===== src/rtl/ac_match_reporter_pkg.sv =====
// Shared types and helpers for the Aho-Corasick match reporter: default
// geometry, the FSM state encoding, the record layout and the priority pick.
package ac_pkg;

  localparam int AC_NPAT  = 4;
  localparam int AC_POS_W = 16;
  localparam int AC_ID_W  = (AC_NPAT > 1) ? $clog2(AC_NPAT) : 1;

  typedef enum logic {
    ST_IDLE,
    ST_DRAIN
  } ac_state_t;

  typedef struct packed {
    logic [AC_ID_W-1:0]  id;
    logic [AC_POS_W-1:0] pos;
  } ac_rec_t;

  // Index of the lowest set bit; callers only use it on a non-zero vector.
  function automatic int unsigned lowest_set(input logic [31:0] vec);
    lowest_set = 0;
    for (int i = 31; i >= 0; i--) begin
      if (vec[i]) lowest_set = i;
    end
  endfunction

endpackage


===== src/rtl/ac_match_reporter_fifo.sv =====
// Record FIFO with a registered head: the head register only changes when a
// new record becomes visible, so the outputs hold their last value when empty.
module ac_rec_fifo
  import ac_pkg::*;
#(
  parameter int  DEPTH = 8,
  parameter type REC_T = ac_rec_t
) (
  input  logic clk,
  input  logic rst,
  input  logic push,
  input  logic pop,
  input  REC_T din,
  output REC_T head,
  output logic valid,
  output logic full
);

  localparam int PTR_W = $clog2(DEPTH);
  localparam int CNT_W = PTR_W + 1;

  REC_T             mem [DEPTH];
  logic [PTR_W-1:0] wr_ptr;
  logic [PTR_W-1:0] rd_ptr;
  logic [PTR_W-1:0] rd_ptr_nxt;
  logic [CNT_W-1:0] count;
  logic [CNT_W-1:0] count_nxt;
  logic             do_push;
  logic             do_pop;
  REC_T             head_nxt;

  always_comb begin
    do_pop     = pop && (count != '0);
    do_push    = push && ((count != CNT_W'(DEPTH)) || do_pop);
    rd_ptr_nxt = do_pop ? rd_ptr + PTR_W'(1) : rd_ptr;
    count_nxt  = count + CNT_W'(do_push) - CNT_W'(do_pop);
    head_nxt   = head;
    // The slot being written this cycle is not in mem yet, so bypass it.
    if (count_nxt != '0) begin
      head_nxt = (do_push && (rd_ptr_nxt == wr_ptr)) ? din : mem[rd_ptr_nxt];
    end
  end

  always_ff @(posedge clk) begin
    if (do_push) mem[wr_ptr] <= din;
  end

  always_ff @(posedge clk) begin
    if (rst) begin
      wr_ptr <= '0;
      rd_ptr <= '0;
      count  <= '0;
      head   <= '0;
    end else begin
      if (do_push) wr_ptr <= wr_ptr + PTR_W'(1);
      rd_ptr <= rd_ptr_nxt;
      count  <= count_nxt;
      head   <= head_nxt;
    end
  end

  assign valid = (count != '0);
  assign full  = (count == CNT_W'(DEPTH));

endmodule


===== src/rtl/ac_match_reporter.sv =====
// Tags each match hit with its byte position and serialises simultaneous hits
// into one record per cycle, stalling the matcher while a hit set drains.
module ac_match_reporter
  import ac_pkg::*;
#(
  parameter int  NPAT  = AC_NPAT,
  parameter int  POS_W = AC_POS_W,
  parameter int  DEPTH = 8,
  localparam int ID_W  = (NPAT > 1) ? $clog2(NPAT) : 1
) (
  input  logic             CLK,
  input  logic             RST,
  input  logic             BYTE_EN,
  input  logic [NPAT-1:0]  MATCH,
  output logic             IN_READY,
  output logic             REC_VALID,
  input  logic             REC_READY,
  output logic [ID_W-1:0]  REC_ID,
  output logic [POS_W-1:0] REC_POS,
  output logic [15:0]      MATCH_CNT
);

  typedef struct packed {
    logic [ID_W-1:0]  id;
    logic [POS_W-1:0] pos;
  } rec_t;

  ac_state_t        state;
  ac_state_t        state_nxt;
  logic [POS_W-1:0] pos;
  logic [NPAT-1:0]  pend;
  logic [NPAT-1:0]  pend_nxt;
  logic [POS_W-1:0] pend_pos;
  logic [15:0]      match_cnt;
  logic             accept;
  logic             push;
  logic             pop;
  logic             fifo_full;
  rec_t             push_rec;
  rec_t             head;

  assign pop = REC_VALID && REC_READY;

  always_comb begin
    state_nxt    = state;
    pend_nxt     = pend;
    push         = 1'b0;
    IN_READY     = (state == ST_IDLE);
    accept       = BYTE_EN && IN_READY;
    push_rec.id  = ID_W'(lowest_set(32'(pend)));
    push_rec.pos = pend_pos;
    case (state)
      ST_IDLE: begin
        if (accept && (MATCH != '0)) begin
          pend_nxt  = MATCH;
          state_nxt = ST_DRAIN;
        end
      end
      ST_DRAIN: begin
        // A full FIFO still takes a record when the host pops in the same cycle.
        if (!fifo_full || pop) begin
          push     = 1'b1;
          pend_nxt = pend & (pend - NPAT'(1));
          if (pend_nxt == '0) state_nxt = ST_IDLE;
        end
      end
      default: state_nxt = ST_IDLE;
    endcase
  end

  always_ff @(posedge CLK) begin
    if (RST) begin
      state     <= ST_IDLE;
      pos       <= '0;
      pend      <= '0;
      pend_pos  <= '0;
      match_cnt <= '0;
    end else begin
      state <= state_nxt;
      pend  <= pend_nxt;
      if (accept) begin
        pos <= pos + POS_W'(1);
        if (MATCH != '0) pend_pos <= pos;
      end
      if (push && (match_cnt != 16'hFFFF)) match_cnt <= match_cnt + 16'd1;
    end
  end

  ac_rec_fifo #(
    .DEPTH (DEPTH),
    .REC_T (rec_t)
  ) u_fifo (
    .clk   (CLK),
    .rst   (RST),
    .push  (push),
    .pop   (pop),
    .din   (push_rec),
    .head  (head),
    .valid (REC_VALID),
    .full  (fifo_full)
  );

  assign REC_ID    = head.id;
  assign REC_POS   = head.pos;
  assign MATCH_CNT = match_cnt;

endmodule

===== config.mk =====
export PLATFORM = sky130hd
export DESIGN_NAME = ac_match_reporter
export DESIGN_NICKNAME = d
export VERILOG_FILES = /design/src/rtl/ac_match_reporter_pkg.sv /design/src/rtl/ac_match_reporter_fifo.sv /design/src/rtl/ac_match_reporter.sv
export SDC_FILE = /design/constraint.sdc
export NUM_CORES = 1
export LEC_CHECK = 0
export ABC_AREA = 1
export CAP_MARGIN = 20
export CORE_UTILIZATION = 60
export CTS_CLUSTER_SIZE = 40
export DETAILED_ROUTE_END_ITERATION = 7
export PLACE_DENSITY = 0.86
export SLEW_MARGIN = 25
export SYNTH_ARGS = -nofsm -noshare
export SYNTH_HDL_FRONTEND = slang
export SYNTH_SLANG_ARGS = --single-unit

===== constraint.sdc =====
create_clock -name CLK -period 3.05 [get_ports CLK]
set_input_delay 0.61 -clock CLK [delete_from_list [all_inputs] [get_ports CLK]]
set_output_delay 0.61 -clock CLK [all_outputs]
set_load 0.01 [all_outputs]

==> deck_impl_summary.md <==
Run Summary

Critical path
  • Arrival time at the worst endpoint: 3.12 ns
  • WS Path Type: flip-flop to flip-flop
  • CP Launch Point: u_fifo.count[2]
  • WP data required: 3.45 ns
  • Crit-path slowest cell: fa_1
  • CP bufs+invs: 5
  • Nature of the critical path startpoint: flip-flop
  • Crit path capture: u_fifo.head[17]
  • FF-to-FF path depth: 16
  • Crit-path max FO: 36
  • CP top delay family: adder cells

Placement
  • # placed instances: 1,399
  • Post-DP Area: 10,900 sq um
  • Gpl congestion: 0.854

Final layout
  • Reg area: 5950 sq um
  • Share of cells above drive strength 1: 7.29%
  • Logic area: 3240 sq um
  • Non-filler cells in the finished layout: 1,441
  • Layout Utilization: 70.9%
  • Diode count: 0
  • Area grow syn2layout: 15.5%
  • Design area: 11,800 sq um
  • Layout Nets: 1,223
  • Fill cells: 1,182

Power
  • Total power: 10.6 mW
  • Sequential Power Share: 35.0%
  • Sw Share: 36.1%
  • Pwr per Cell Area: 898 nW/um^2
  • Pleak: 5.09 nW
  • Top pwr grp: combinational logic
  • Seq. pwr: 3.69 mW
  • P_int: 6.75 mW
  • Clock Power: 3.14 mW

Detailed routing
  • Remaining antenna violation count: 0
  • Highest Signal Layer: met4
  • DR vias/cell: 5.57
  • Routed wl met3: 2100 um
  • DRC violations left: 0
  • Met2 wire len: 12,300 um
  • Wl on met1: 9440 um

Synth
  • Mux area share: 0%
  • Compound Share, Synth: 5.43%
  • Mapped Nets: 1,178
  • FF+latch count, synth: 225
  • Post-synth top area share: 42.5%
  • Adder Share, Synth: 1.43%
  • Largest area contributor in the netlist: edfxtp_1
  • Post-synthesis sequential area ratio: 58.4%
  • Count of cell types in the netlist: 38

Final timing
  • Final WS setup: 0.334 ns
  • Skew final: 0.0104 ns
  • Part of the cycle the worst path needs: 89.0%
  • Fmax: 0.368 GHz
  • Final Hold Fails: 0
  • Slew headroom: 49.9%
  • Slew Limit Fails: 0
  • Worst hold slack: 0.473 ns
  • Setup TNS Final: 0 ns
  • Crit path time final: 2.72 ns
  • Slew @ Worst Pin: 0.752 ns

GRT
  • Grt total ovfl: 0
  • First-pass GRT wire length: 39,500 um
  • Number of global-route vias before repair: 7,992
  • Largest net degree at the start of global routing: 73

Clocking
  • CTS Hold Buffers Added: 0
  • Sink Count: 225
  • CTS tree: built
  • Clk slew on worst S/H paths: 0.06 ns
  • Inserted Clock Buffers: 23
  • Clk latency late pin: 0.52 ns
  • Clock Path Buffers: 3
  • Root buf cell: clkbuf_16
  • H-tree depth: 1
  • Number of post-CTS setup repair buffers: 0

Die
  • Chip width: 132 um
  • Core ar.: 16,600 sq um
  • Chip area: 17,500 sq um
  • Rows: 47

Outcome
  • Outcome: complete, no violations

Hold path
  • Hold Path Depth: 2
  • Hold Crit Class: flip-flop to flip-flop

Job
  • Tool warnings: 27
==> registers in the layout, summed over array words and instances (netlist names) <==
name           count
pend_pos          16
u_fifo.count       4
MATCH_CNT         16
state              1
u_fifo.rd_ptr      3
u_fifo.head       18
u_fifo.mem       144
pend               4
pos               16
u_fifo.wr_ptr      3
==> cell usage in the layout, fill, tap and decap left out, types with 3 or more instances in the layout <==
cell / count
nand2_1: 240
inv_1: 204
edfxtp_1: 144
nand3_1: 128
nor2_1: 121
dfxtp_1: 81
o21ai_0: 55
clkdlybuf4s50_1: 43
a21oi_1: 39
clkbuf_16: 24
nand4_1: 21
buf_4: 18
nor3_1: 16
ha_1: 10
nand2_2: 7
nor2_2: 6
xnor2_1: 6
a31oi_1: 6
bufinv_16: 5
buf_12: 5
nand2_4: 4
clkbuf_8: 4
xor2_1: 3
clkinv_2: 3
==> layout make-up <==
type	instances	share of cell area [%]
clock buffer	30	5.64
timing repair buffer	66	5.66
inverter	208	6.68
tap	220	2.34
clock inverter	12	1.62
multi-input combinational	680	27.5
sequential	225	50.5
==> synth_stat cells, drive strengths merged <==
| master | count |
|---|---|
| and3 | 1 |
| nand4 | 22 |
| fa | 1 |
| o21a | 2 |
| buf | 26 |
| ha | 10 |
| a21oi | 39 |
| clkbuf | 20 |
| o21ai | 55 |
| nand3 | 129 |
| nand3b | 1 |
| a31oi | 6 |
| a21boi | 1 |
| nor3 | 17 |
| edfxtp | 144 |
| o31ai | 1 |
| nand2 | 251 |
| xor2 | 3 |
| inv | 208 |
| or2 | 1 |
| dfxtp | 81 |
| nor2 | 130 |
| xnor2 | 6 |
| a211oi | 2 |
| nor3b | 2 |
==> tightest hold or removal path: cells and delay by family, from the launching register on <==
kind	cells	cell delay (ns)
compound gates	1	0.05
flops	1	0.32
buf+inv	1	0.05
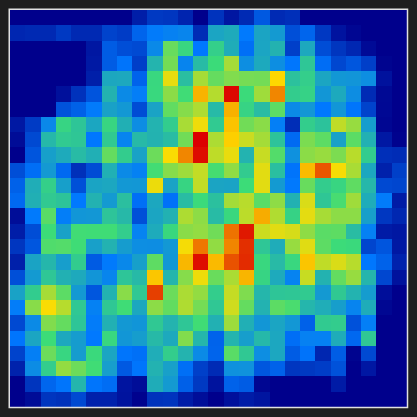
(wiring heat map)
Scale: 3 px per um. 26 x 26 tiles, from dark blue (low) to red (high), scaled to the fullest tile. Values are wire area over tile area, all layers added.
tiles over half the peak: 24%
densest ninth of the die: center
nearly empty tiles: 13%
vias: 8,022
Tot GR Track Use: 28.7%

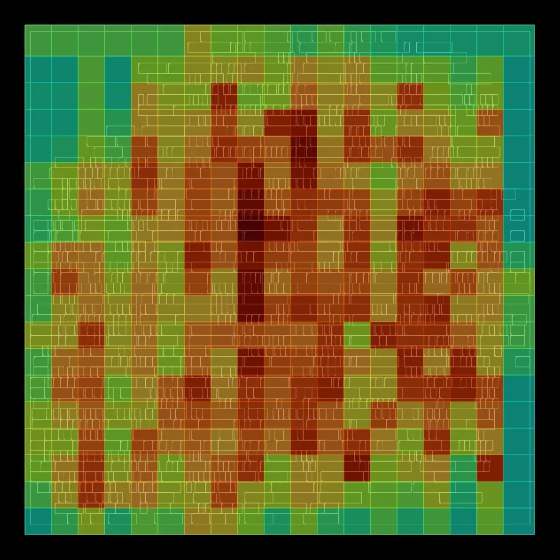
(routing congestion map)
GR Util met1: 35.8%
busiest metal layer after global routing: met2
DR WL/cell: 17.0 um
met3 Usage GRT: 3.84%

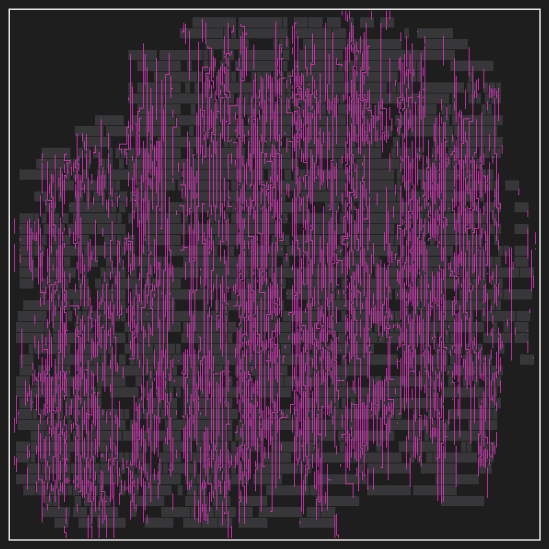
(metal 2)
Scale: 4 px per um.
longest straight run: 53.0 um
nets with wire on the layer: 940
main direction: vertical
grt met2 use: 51.1%
Post-Route WL: 24,500 um

Power is estimated from default activity; no workload was simulated.
